### src/rtl/a51_pkg.sv
`default_nettype none
// ============================================================================
//  Module      : a51_pkg
//  Description : Shared constants and types for the A5/1 keystream cipher
//                stream path (message size, key/frame sizes, FSM states,
//                byte type).
//  Revision    : 1.0  initial release
// ============================================================================
package a51_pkg;

    localparam int A51_MSG_BYTES  = 28;
    localparam int A51_KEY_BITS   = 64;
    localparam int A51_FRAME_BITS = 22;

    typedef enum logic [1:0] {
        IDLE    = 2'd0,
        COLLECT = 2'd1,
        DRAIN   = 2'd2,
        DONE    = 2'd3
    } a51_state_t;

    typedef logic [7:0] a51_byte_t;

endpackage
`default_nettype wire

### src/rtl/a51_byte_fifo.sv
`default_nettype none
// ============================================================================
//  Module      : a51_byte_fifo
//  Description : Synchronous byte FIFO with registered head output (zero when
//                empty), simultaneous push/pop (also when full) and flush.
//                Asynchronously cleared by clrn.
//  Revision    : 1.0  initial release
// ============================================================================
module a51_byte_fifo
    import a51_pkg::*;
#(
    parameter int DEPTH = 4
) (
    input  logic      clk,
    input  logic      clrn,
    input  logic      i_flush,
    input  logic      i_push,
    input  a51_byte_t i_push_data,
    input  logic      i_pop,
    output a51_byte_t o_head,
    output logic      o_empty,
    output logic      o_full,
    output logic      o_empty_next
);

    localparam int c_ptr_w = (DEPTH > 1) ? $clog2(DEPTH) : 1;
    localparam int c_cnt_w = c_ptr_w + 1;
    localparam logic [c_cnt_w-1:0] c_full_cnt = c_cnt_w'(DEPTH);
    localparam logic [c_cnt_w-1:0] c_cnt_one  = c_cnt_w'(1);
    localparam logic [c_ptr_w-1:0] c_ptr_one  = c_ptr_w'(1);

    a51_byte_t            r_mem [DEPTH];
    logic [c_ptr_w-1:0]   r_rd_ptr;
    logic [c_ptr_w-1:0]   r_wr_ptr;
    logic [c_ptr_w-1:0]   w_rd_next;
    logic [c_cnt_w-1:0]   r_count;
    logic [c_cnt_w-1:0]   w_count_next;
    a51_byte_t            r_head;
    a51_byte_t            w_head_next;
    logic                 w_push;
    logic                 w_pop;

    assign o_empty      = (r_count == '0);
    assign o_full       = (r_count == c_full_cnt);
    assign o_head       = r_head;
    // A pop frees a slot in the same edge, so a push into a full FIFO is
    // accepted when it coincides with a pop.
    assign w_pop        = i_pop & ~o_empty;
    assign w_push       = i_push & (~o_full | w_pop);
    assign w_rd_next    = w_pop ? (r_rd_ptr + c_ptr_one) : r_rd_ptr;
    assign o_empty_next = (w_count_next == '0);

    // Occupancy after this edge.
    always_comb begin
        w_count_next = r_count;
        case ({w_push, w_pop})
            2'b10:   w_count_next = r_count + c_cnt_one;
            2'b01:   w_count_next = r_count - c_cnt_one;
            default: w_count_next = r_count;
        endcase
    end

    // Head after this edge; bypass the write data when the pushed byte
    // becomes the head (push into empty, or push+pop with one entry).
    always_comb begin
        w_head_next = '0;
        if (w_count_next == '0) begin
            w_head_next = '0;
        end else if (w_push && (r_wr_ptr == w_rd_next)) begin
            w_head_next = i_push_data;
        end else begin
            w_head_next = r_mem[w_rd_next];
        end
    end

    // Storage array write port.
    always_ff @(posedge clk) begin
        if (w_push && !i_flush) begin
            r_mem[r_wr_ptr] <= i_push_data;
        end
    end

    // Pointers, occupancy and registered head.
    always_ff @(posedge clk or negedge clrn) begin
        if (!clrn) begin
            r_rd_ptr <= '0;
            r_wr_ptr <= '0;
            r_count  <= '0;
            r_head   <= '0;
        end else if (i_flush) begin
            r_rd_ptr <= '0;
            r_wr_ptr <= '0;
            r_count  <= '0;
            r_head   <= '0;
        end else begin
            r_rd_ptr <= w_rd_next;
            if (w_push) begin
                r_wr_ptr <= r_wr_ptr + c_ptr_one;
            end
            r_count <= w_count_next;
            r_head  <= w_head_next;
        end
    end

endmodule
`default_nettype wire

### src/rtl/a51_cipher_stream.sv
`default_nettype none
// ============================================================================
//  Module      : a51_cipher_stream
//  Description : Packs the serial A5/1 keystream into bytes, XORs each byte
//                with the matching message byte and queues the result for the
//                LCD writer through a small byte FIFO with valid/ready.
//                Backpressure to the keystream generator via ks_ready.
//                Build option A51_LSB_FIRST_EN: the first keystream bit of a
//                byte lands in bit 0 instead of bit 7.
//  Revision    : 1.0  initial release
// ============================================================================
module a51_cipher_stream
    import a51_pkg::*;
#(
    parameter int NUM_BYTES  = A51_MSG_BYTES,
    parameter int FIFO_DEPTH = 4
) (
    input  logic                         clk,
    input  logic                         clrn,
    input  logic                         start,
    input  logic                         ks_bit,
    input  logic                         ks_valid,
    output logic                         ks_ready,
    output logic [$clog2(NUM_BYTES)-1:0] msg_index,
    input  logic [7:0]                   msg_byte,
    output logic [7:0]                   ct_data,
    output logic                         ct_valid,
    input  logic                         ct_ready,
    output logic                         done,
    output logic                         overrun
);

    localparam int c_idx_w = $clog2(NUM_BYTES);
    localparam logic [c_idx_w-1:0] c_last_idx = c_idx_w'(NUM_BYTES - 1);
    localparam logic [c_idx_w-1:0] c_idx_one  = c_idx_w'(1);

    a51_state_t          r_state;
    a51_state_t          w_state_next;
    logic [2:0]          r_bit_cnt;
    logic [c_idx_w-1:0]  r_msg_index;
    a51_byte_t           r_shift;
    a51_byte_t           w_shift_next;
    logic                r_overrun;
    logic                r_done;
    logic                w_ks_ready;
    logic                w_accept;
    logic                w_byte_end;
    logic                w_pop;
    logic                w_fifo_empty;
    logic                w_fifo_full;
    logic                w_fifo_empty_next;
    a51_byte_t           w_fifo_head;

    // Only registered state feeds ks_ready; the last bit of a byte is held
    // off while the FIFO has no room for the byte it would complete.
    assign w_ks_ready = (r_state == COLLECT) & ~(w_fifo_full & (r_bit_cnt == 3'd7));
    // Bits presented together with start are dropped.
    assign w_accept   = ks_valid & w_ks_ready & ~start;
    assign w_byte_end = w_accept & (r_bit_cnt == 3'd7);
    assign w_pop      = ~w_fifo_empty & ct_ready;

`ifdef A51_LSB_FIRST_EN
    assign w_shift_next = {ks_bit, r_shift[7:1]};
`else
    assign w_shift_next = {r_shift[6:0], ks_bit};
`endif

    assign ks_ready  = w_ks_ready;
    assign msg_index = r_msg_index;
    assign ct_data   = w_fifo_head;
    assign ct_valid  = ~w_fifo_empty;
    assign done      = r_done;
    assign overrun   = r_overrun;

    // FSM state register.
    always_ff @(posedge clk or negedge clrn) begin
        if (!clrn) begin
            r_state <= IDLE;
            r_done  <= 1'b0;
        end else begin
            r_state <= w_state_next;
            r_done  <= (w_state_next == DONE);
        end
    end

    // FSM next state; start restarts from any state.
    always_comb begin
        w_state_next = r_state;
        case (r_state)
            COLLECT: begin
                if (w_byte_end && (r_msg_index == c_last_idx)) begin
                    w_state_next = DRAIN;
                end
            end
            DRAIN: begin
                if (w_fifo_empty_next) begin
                    w_state_next = DONE;
                end
            end
            IDLE, DONE: w_state_next = r_state;
            default:    w_state_next = IDLE;
        endcase
        if (start) begin
            w_state_next = COLLECT;
        end
    end

    // Bit assembly, byte index and sticky overrun flag.
    always_ff @(posedge clk or negedge clrn) begin
        if (!clrn) begin
            r_bit_cnt   <= 3'd0;
            r_msg_index <= '0;
            r_shift     <= '0;
            r_overrun   <= 1'b0;
        end else if (start) begin
            r_bit_cnt   <= 3'd0;
            r_msg_index <= '0;
            r_shift     <= '0;
            r_overrun   <= 1'b0;
        end else begin
            if (w_accept) begin
                r_shift   <= w_shift_next;
                r_bit_cnt <= r_bit_cnt + 3'd1;
                // Index holds on the final byte so it stays inside the store.
                if (w_byte_end && (r_msg_index != c_last_idx)) begin
                    r_msg_index <= r_msg_index + c_idx_one;
                end
            end
            if (ks_valid && ((r_state == DRAIN) || (r_state == DONE))) begin
                r_overrun <= 1'b1;
            end
        end
    end

    a51_byte_fifo #(
        .DEPTH (FIFO_DEPTH)
    ) u_fifo (
        .clk          (clk),
        .clrn         (clrn),
        .i_flush      (start),
        .i_push       (w_byte_end),
        .i_push_data  (w_shift_next ^ msg_byte),
        .i_pop        (w_pop),
        .o_head       (w_fifo_head),
        .o_empty      (w_fifo_empty),
        .o_full       (w_fifo_full),
        .o_empty_next (w_fifo_empty_next)
    );

endmodule
`default_nettype wire

### config.mk
export PLATFORM = sky130hd
export DESIGN_NAME = a51_cipher_stream
export DESIGN_NICKNAME = d
export VERILOG_FILES = /design/src/rtl/a51_pkg.sv /design/src/rtl/a51_byte_fifo.sv /design/src/rtl/a51_cipher_stream.sv
export SDC_FILE = /design/constraint.sdc
export NUM_CORES = 1
export LEC_CHECK = 0
export CORE_MARGIN = 2
export CORE_UTILIZATION = 50
export CTS_BUF_LIST = sky130_fd_sc_hd__clkbuf_8
export DETAILED_ROUTE_END_ITERATION = 8
export PLACE_DENSITY = 0.79
export SLEW_MARGIN = 30
export SYNTH_ARGS = -nofsm -noshare
export SYNTH_HDL_FRONTEND = slang
export SYNTH_SLANG_ARGS = --single-unit
### constraint.sdc
create_clock -name clk -period 3.06 [get_ports clk]
set_input_delay 0.459 -clock clk [delete_from_list [all_inputs] [get_ports clk]]
set_output_delay 0.459 -clock clk [all_outputs]
set_load 0.005 [all_outputs]
==> results.json, run 1 <==
{
  "cpMaxStageDelayCell": "dfrtp_1",
  "logic_family": "multiplexers",
  "logic_gates": 161,
  "fa_ha_area_share_pct": 3.73,
  "tightestPinTransition_ns": 0.755,
  "min_period_ns": 2.93,
  "antennaDiodeCount": 0,
  "ios": 31,
  "powerComb_mw": 0.0723,
  "syn_inst": 248,
  "end_kind": "flip-flop",
  "die_y_um": 84.2,
  "drv_slew": 0,
  "run_status": "completed",
  "fp_nets": 271,
  "antenna_left": 0,
  "crit_chain": "ha_2, ha_4, and4bb_2, nor4_4, inv_1, ha_2, inv_1, fa_2, xor2_1, or3_4, a41oi_4, buf_6, o21ai_0, a21oi_1",
  "via_per_inst": 5.54,
  "gr-total-overflow": 0,
  "avgSynthCellArea_um2": 13.0,
  "cts_resized": 1,
  "r2r-start": "r_bit_cnt[0]",
  "internal-power_mw": 1.25,
  "endpoint": "u_fifo.o_head[2]",
  "critPathMaxFanout": 8,
  "seq_power_share_pct": 58.9,
  "post_drt_wl_per_cell_um": 16.6,
  "min_from": "overrun",
  "use_met1_pct": 25.2,
  "xor_share_pct": 5.17,
  "route.met2.wl_mm": 3.16,
  "finalPower_mw": 1.60,
  "cts.htree.levels": 3,
  "globalRouteMet2Util_pct": 29.1,
  "clk_pin_slew_worst_paths_ns": 0.07
}
==> run 1: flip-flops by register name (all words and copies together), names as in the netlist <==
name / flops
r_bit_cnt: 3
r_shift: 7
u_fifo.r_count: 3
u_fifo.r_rd_ptr: 2
done: 1
u_fifo.r_wr_ptr: 2
msg_index: 5
u_fifo.r_mem: 32
overrun: 1
u_fifo.o_head: 8
r_state: 2
==> run 1: cells in the final DEF, fill, tap and decap left out, types with 2 or more instances in the layout <==
cell type	n
clkdlybuf4s50_1	30
xor2_1	15
mux2i_1	18
xnor2_1	4
ha_1	5
edfxtp_1	32
dfrtp_1	34
nor2_1	27
mux4_2	12
nand2_1	10
ha_2	2
clkbuf_8	9
nand4_1	4
nand2b_1	5
a21oi_1	14
o21ai_0	7
and2_1	6
o21ai_1	3
inv_1	11
buf_4	10
clkinv_2	2
nor4_1	4
nor3_1	9
==> run 1: synth_stat cells <==
cell type  number  area [µm²]
nor4_1          4        25.0
buf_6           1        11.3
and2_1          6        37.5
mux2i_1        18         180
clkbuf_1        7        26.3
edfxtp_1       32         961
nor2_1         27         101
a211oi_1        1        7.51
or3_1           2        12.5
inv_1           9        33.8
a21oi_1        14        70.1
xor2_1         15         131
o21ai_0         7        35.0
o31ai_4         1        21.3
inv_4           1        6.26
nor3_1         10        50.1
o21ai_1         3        15.0
a21boi_0        1        7.51
and4_4          1        11.3
nand4_1         4        25.0
fa_1            1        20.0
and3_1          1        6.26
buf_1           1        3.75
and4bb_2        1        12.5
nand4b_1        1        8.76
dfrtp_1        34         851
nor4_4          1        21.3
buf_2           2        10.0
nand2b_1        5        31.3
mux4_2         12         270
nand2_1        10        37.5
nor2b_1         1        6.26
o41ai_4         1        27.5
ha_1            8         100
a41oi_1         1        8.76
xnor2_1         4        35.0
Fig. 1: run 1, clock wires, drivers and flops
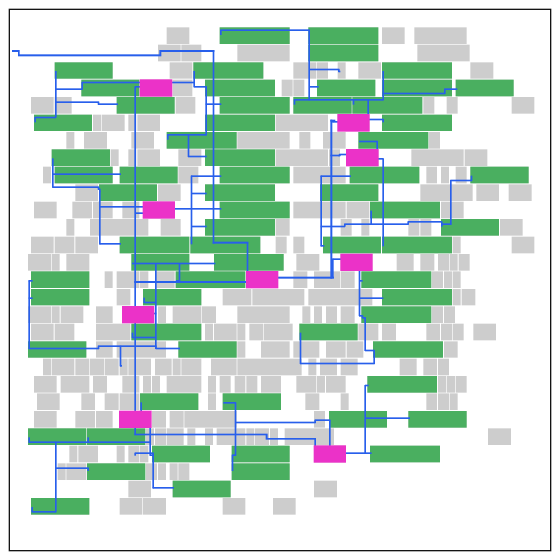
Key: magenta = clock-net drivers [count 9]; green = flip-flops [count 66]; blue = clock wires [length 750 µm]
Position of the flops: widely spread.
Clock Power: 0.584 mW
Insertion Delay late pin: 0.33 ns
Clock Power Share: 36.5%
Max Clock Skew: 0.00876 ns

Fig. 2: run 1, sizing map
Scale bar: 20 µm.
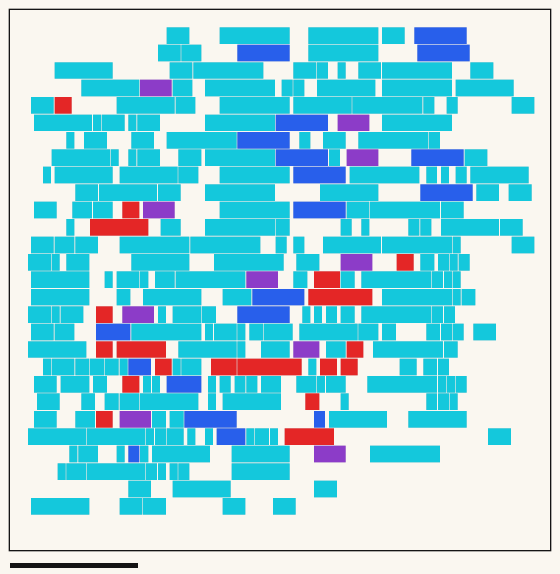
Key: purple = x6 and larger [cells 10, most used clkbuf_8]; cyan = x1 and smaller [cells 245, most used dfrtp_1]; red = x3 and x4 [cells 19, most used buf_4]; blue = x2 [cells 19, most used mux4_2]

Fig. 3: run 1, sequential cells colored by netlist name
Other sequential cells in the stronger gray, the rest of the logic in the fainter gray.
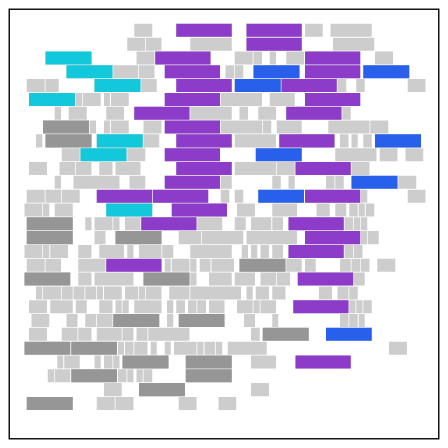
Key: blue = u_fifo.o_head [sequential cells 8]; cyan = r_shift [sequential cells 7, where upper left]; purple = u_fifo.r_mem [sequential cells 32]
Another 19 sequential cells are not colored.
P_seq: 0.942 mW
Final Core Density: 61.4%
sequential share of cell area: 47.0%
sequential cell area: 1810 µm²

Fig. 4: run 1, signal metal coverage by tile
Scale bar: 20 µm. The die is cut into 17 by 17 equal tiles; dark purple is low, yellow is high, scaled to the fullest tile. Values are wire area over tile area, all layers added.
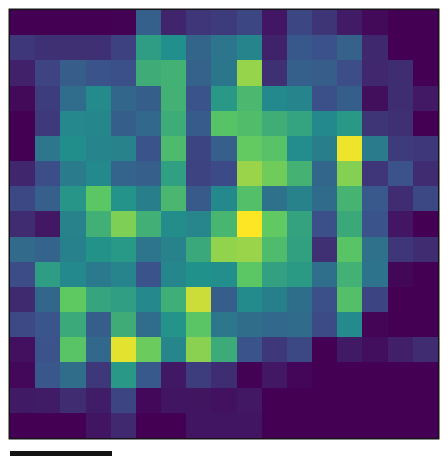
17% of the tiles are nearly empty. The emptiest ninth of the die: lower right. The densest ninth of the die: center. The fullest tile reaches 0.43.

--- run 2 (diff from run 1) ---
- SLEW_MARGIN: 30 -> default
Fig. 5: run 2, sequential cells colored by netlist name
Other sequential cells in the stronger gray, the rest of the logic in the fainter gray.
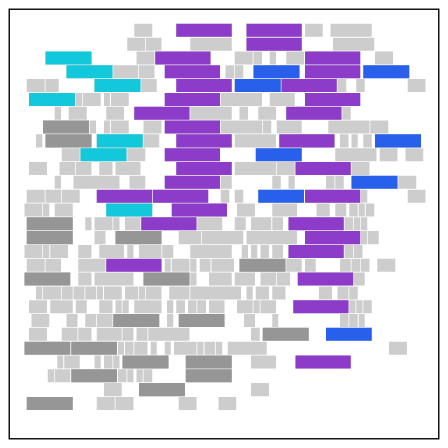
Key: cyan = r_shift [sequential cells 7, where upper left]; purple = u_fifo.r_mem [sequential cells 32]; blue = u_fifo.o_head [sequential cells 8]
Another 19 sequential cells are not colored.

==> results.json, run 2 <==
{
  "antennaDiodeCount": 0,
  "critical_path_arrival_ns": 3.19,
  "fp_nets": 271,
  "post_drt_wl_per_cell_um": 16.6,
  "drt_pre_antenna_iters": 4,
  "synth_flops": 66,
  "start_kind": "flip-flop",
  "yosysMostFrequentCell": "dfrtp_1",
  "crit_chain": "ha_2, ha_4, and4bb_2, nor4_4, inv_1, ha_2, inv_1, fa_2, xor2_1, or3_4, a41oi_4, buf_6, o21ai_0, a21oi_1",
  "finalPower_mw": 1.60,
  "whs_ns": 0.513,
  "fin_skew_ns": 0.00876,
  "yosysTopAreaCellShare_pct": 29.8,
  "yosys-top-cells-count": "dfrtp_1 (34), edfxtp_1 (32), nor2_1 (27)",
  "drv_slew": 0,
  "ir_worst_vdd_v": 0.000331,
  "core_um2": 6280,
  "path_class": "reg2reg",
  "final-comb-area_um2": 1370,
  "top_cells_by_area": "edfxtp_1 (30%), dfrtp_1 (26%), mux4_2 (8.4%)",
  "place_area_um2": 3640,
  "hpwl_mm": 4.11,
  "die_y_um": 84.2,
  "clock-sinks": 66,
  "end_kind": "flip-flop",
  "clk_latency_ns": 0.33,
  "via_per_inst": 5.54,
  "cts_buffers": 9,
  "largest_reg_flops": 32,
  "tightestPinTransition_ns": 0.755,
  "async_flop_share_pct": 51.5,
  "edf_count": 32,
  "gp_congestion": 0.756,
  "synth-main-ff-cell": "dfrtp_1",
  "gr-total-overflow": 0,
  "fin_util_pct": 61.4,
  "drive_gt1_share_pct": 16.4,
  "dp_slack_ns": 0.0117,
  "num_vias": 2050,
  "fp_util_pct": 51.3,
  "syn_inst": 248,
  "cts.htree.levels": 3,
  "die-area_um2": 7100,
  "cp_top_family": "adder cells",
  "ys_cells": 248,
  "largest_area_cell": "edfxtp_1",
  "final_cell_mix": "dfrtp_1 (34), edfxtp_1 (32), clkdlybuf4s50_1 (30)",
  "cpMaxStageDelayCell": "dfrtp_1",
  "clk_pin_slew_worst_paths_ns": 0.07,
  "antenna_left": 0,
  "max_freq_mhz": 341,
  "hold_viol": 0,
  "avgSynthCellArea_um2": 13.0,
  "critPathBufInv": 3,
  "fillCellCount": 500,
  "run_status": "completed",
  "critPathMaxFanout": 8,
  "antenna_found_initial": 0,
  "rows": 29,
  "fin_nets": 312,
  "flop_area_um2": 1810,
  "grt_pass1_wl_mm": 10.2,
  "min_period_ns": 2.93,
  "warnings": 29,
  "regMostFlops": "u_fifo.r_mem",
  "layout.cells.most_common": "dfrtp_1",
  "ios": 31
}
[run 2: report_power, final]
part,switching [mW],internal (mW),leakage (nW)
clock network,0.307,0.277,0.0849
logic,0.0412,0.0311,0.631
registers,0.00381,0.939,0.755
[run 2: final cells by class]
type,count,area share [%]
Sequential cell,66,47.0
Tap cell,77,2.50
Inverter,10,1.04
Timing Repair Buffer,41,10.0
Clock buffer,9,3.22
Multi-Input combinational cell,161,35.4
Clock inverter,6,0.747
[run 2: final timing paths]
kind                              startpoint            endpoint  slack, ns  cells after the start
worst min-delay path                 overrun             overrun       0.51                      2
min in group asynchronous               clrn          r_shift[3]       0.54                      2
worst max register to register  r_bit_cnt[0]    u_fifo.o_head[2]       0.13                     14
worst min register to register       overrun             overrun       0.51                      2
max in group asynchronous               clrn  u_fifo.r_rd_ptr[1]       2.19                      2
worst max-delay path            r_bit_cnt[0]    u_fifo.o_head[2]       0.13                     14
[run 2: metal layers]
metal	routed length, µm	track usage (%)	part of all wire (%)
met5	0	0	0
met4	54	7.77	0.88
met3	185	4.52	3.0
met2	3160	29.1	51
met1	2760	25.2	45
[run 2: logic make-up (layout without fill, tap and decap cells)]
| kind of cell | count (synthesis) | in the layout | share of synthesized area (%) |
|---|---|---|---|
| compound gates | 29 | 29 | 5.99 |
| xor+xnor | 19 | 19 | 5.17 |
| fa+ha+maj | 9 | 9 | 3.73 |
| buf+inv | 21 | 66 | 2.84 |
| flops | 66 | 66 | 56.3 |
| mux | 30 | 30 | 14.0 |
| simple gates | 74 | 74 | 12.0 |
[run 2: repair_timing]
item,4_1_cts,5_1_grt
setup endpoints to repair,1,10
buffers inserted,0,3
resized,1,8
pin swaps,0,1
Fig. 6: run 2, clock wires, drivers and flops
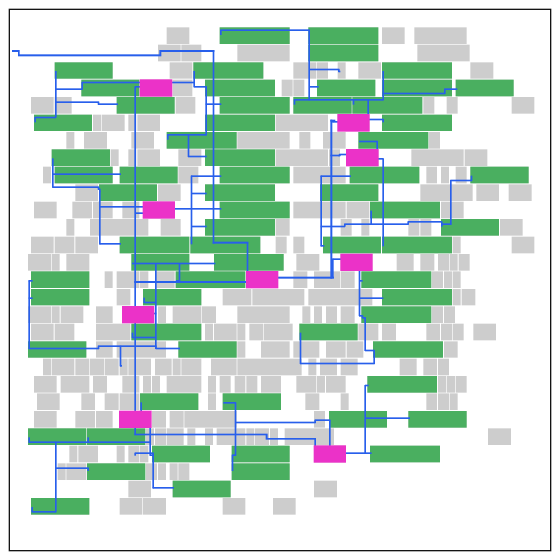

--- run 3 (diff from run 2) ---
- ABC_AREA: default -> 1
- CTS_BUF_LIST: sky130_fd_sc_hd__clkbuf_8 -> sky130_fd_sc_hd__clkbuf_4
Fig. 7: run 3, clock wires, drivers and flops
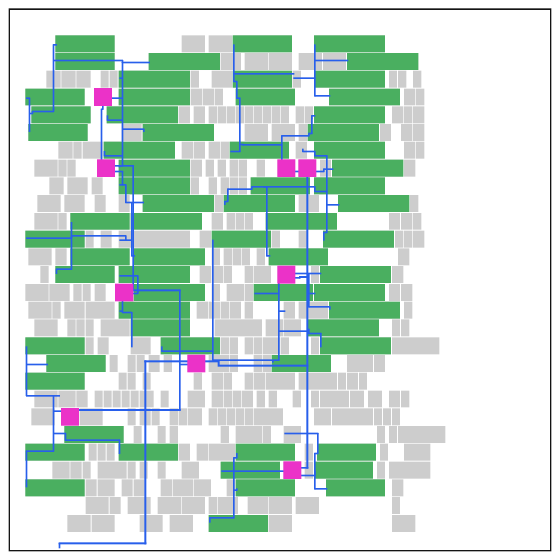
Key: green = flip-flops [count 66]; blue = clock wires [length 630 µm]; magenta = clock-net drivers [count 9]
There are 10 routed clock nets.
Clock Power: 0.545 mW
Clock Power Share: 24.9%

==> results.json, run 3 <==
{
  "synth_flops": 66,
  "reg2regPathDepth": 17,
  "ys_cells": 312,
  "top_layer": "met4",
  "grt_pass1_wl_mm": 9.58,
  "gr-total-overflow": 0,
  "fin_skew_ns": 0.0243,
  "r2r-end": "u_fifo.o_head[6]",
  "use_met1_pct": 23.7,
  "r2r-start": "r_bit_cnt[0]",
  "place_area_um2": 3510,
  "ff2ff_setup_slack_ns": 0.34,
  "seq_power_share_pct": 46.0,
  "route.met2.wl_mm": 3.03,
  "rows": 28,
  "die-area_um2": 6840,
  "hpwl_mm": 4.20,
  "max_freq_mhz": 368,
  "tightestPinTransition_ns": 0.506,
  "gr-max-usage-layer": "met2",
  "core_um2": 5960,
  "edf_count": 32,
  "via_per_inst": 5.07,
  "run_status": "completed",
  "yosys-top-cells-count": "nand2_1 (70), nand3_1 (47), nor2_1 (36)",
  "top_cells_by_area": "edfxtp_1 (31%), dfrtp_1 (27%), nand2_1 (8.5%)",
  "critPathBufInv": 5,
  "cp_top_family": "adder cells",
  "start_kind": "flip-flop",
  "hold_viol": 0,
  "largest_reg_flops": 32,
  "end_kind": "flip-flop",
  "dp_slack_ns": 0.121,
  "warnings": 29,
  "drive_gt1_share_pct": 10.0,
  "critical_path_arrival_ns": 3.06,
  "layout.cells.most_common": "nand2_1",
  "cts.htree.levels": 3,
  "ir_worst_vdd_v": 0.000363,
  "async_flop_share_pct": 51.5,
  "antennaDiodeCount": 0,
  "num_vias": 2200,
  "synth-main-ff-cell": "dfrtp_1",
  "finalPower_mw": 2.19,
  "die_y_um": 82.7,
  "fillCellCount": 472,
  "internal-power_mw": 1.47,
  "critPathMaxFanout": 8,
  "clk_latency_ns": 0.41,
  "gp_congestion": 0.825,
  "min_period_ns": 2.72,
  "cpMaxStageDelayCell": "dfrtp_1",
  "drt_pre_antenna_iters": 4,
  "drt-met1-wl_mm": 2.47,
  "antenna_found_initial": 0,
  "clock-sinks": 66,
  "yosysMostFrequentCell": "nand2_1",
  "critPathLaunch": "r_bit_cnt[0]"
}
==> run 3: worst min path at each step <==
stage	startpoint	endpoint	slack [ns]	cells past startpoint
final	clrn	u_fifo.r_wr_ptr[0]	0.45	2
after global routing	clrn	u_fifo.r_count[2]	0.51	2
after CTS	clrn	u_fifo.r_count[2]	0.45	2
after detailed placement	overrun	overrun	0.50	2
after global placement	overrun	overrun	0.49	2
after floorplan	clrn	done	0.16	0
==> run 3: timing repair <==
action                                 in CTS  in global routing
endpoints found under the hold margin       0                  0
gates resized                               0                  0
setup buffers                               0                  0
setup endpoints to repair                   0                  1
==> run 3: cell type report <==
class                           instances  area [µm²]  area share [%]
Inverter                               34         128            3.51
Clock buffer                            9        67.6            1.86
Clock inverter                          7        67.6            1.86
Tap cell                               75        93.8            2.58
Multi-Input combinational cell        205        1110            30.5
Timing Repair Buffer                   38         360            9.90
Sequential cell                        66        1810            49.8
==> run 3: kinds of logic (layout without fill, tap and decap cells) <==
group                    Yosys count  count (layout)  synth area share [%]
AND-OR/OR-AND                     19              19                  3.52
adder cells (fa/ha/maj)            9               9                  3.88
AND/OR/NAND/NOR                  165             165                  25.1
XOR/XNOR                          12              12                  3.40
flip-flops                        66              66                  58.5
buffers and inverters             41              88                  5.54
==> run 3: stage by stage <==
stage | hold slack (ns) | utilization (%)
global route | 0.505 | 61.1
finish | 0.454 | 61.1
CTS | 0.452 | 61.1
floorplan | 0.163 | -
detailed placement | 0.501 | 58.9
global placement | 0.487 | 58.9
==> run 3: power groups by stage <==
stage               registers (mW)  logic, mW  clock network (mW)
floorplan                     1.02      0.434                   0
global placement              1.03      0.614                   0
detailed placement            1.03      0.638                   0
CTS                           1.01      0.641               0.555
global route                  1.01      0.712               0.591
finish                        1.01      0.639               0.545

==> notes/layouts.md <==
Pictures saved along the way, in no particular order.

Cell placement.
(a)
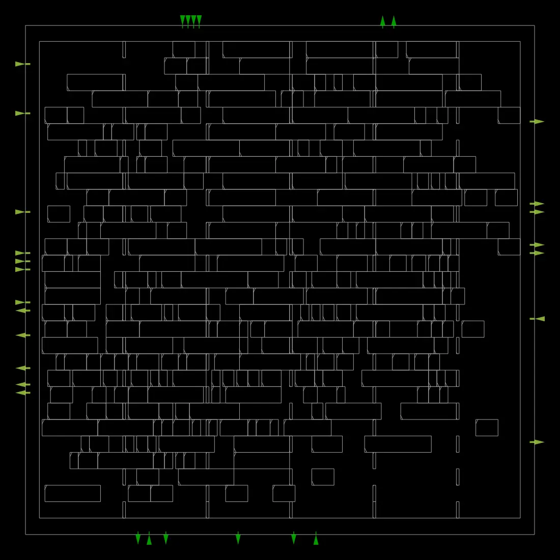
(b)
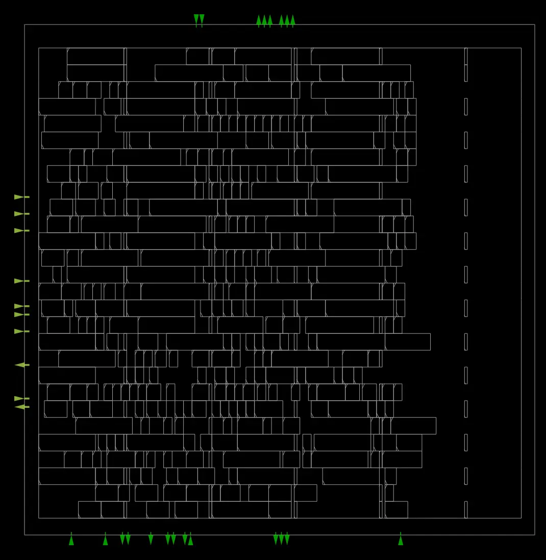
| picture | from |
|---|---|
| (a) | run 2 |
| (b) | run 3 |

Power figures rest on the tool's default switching activity, not on a simulated workload.
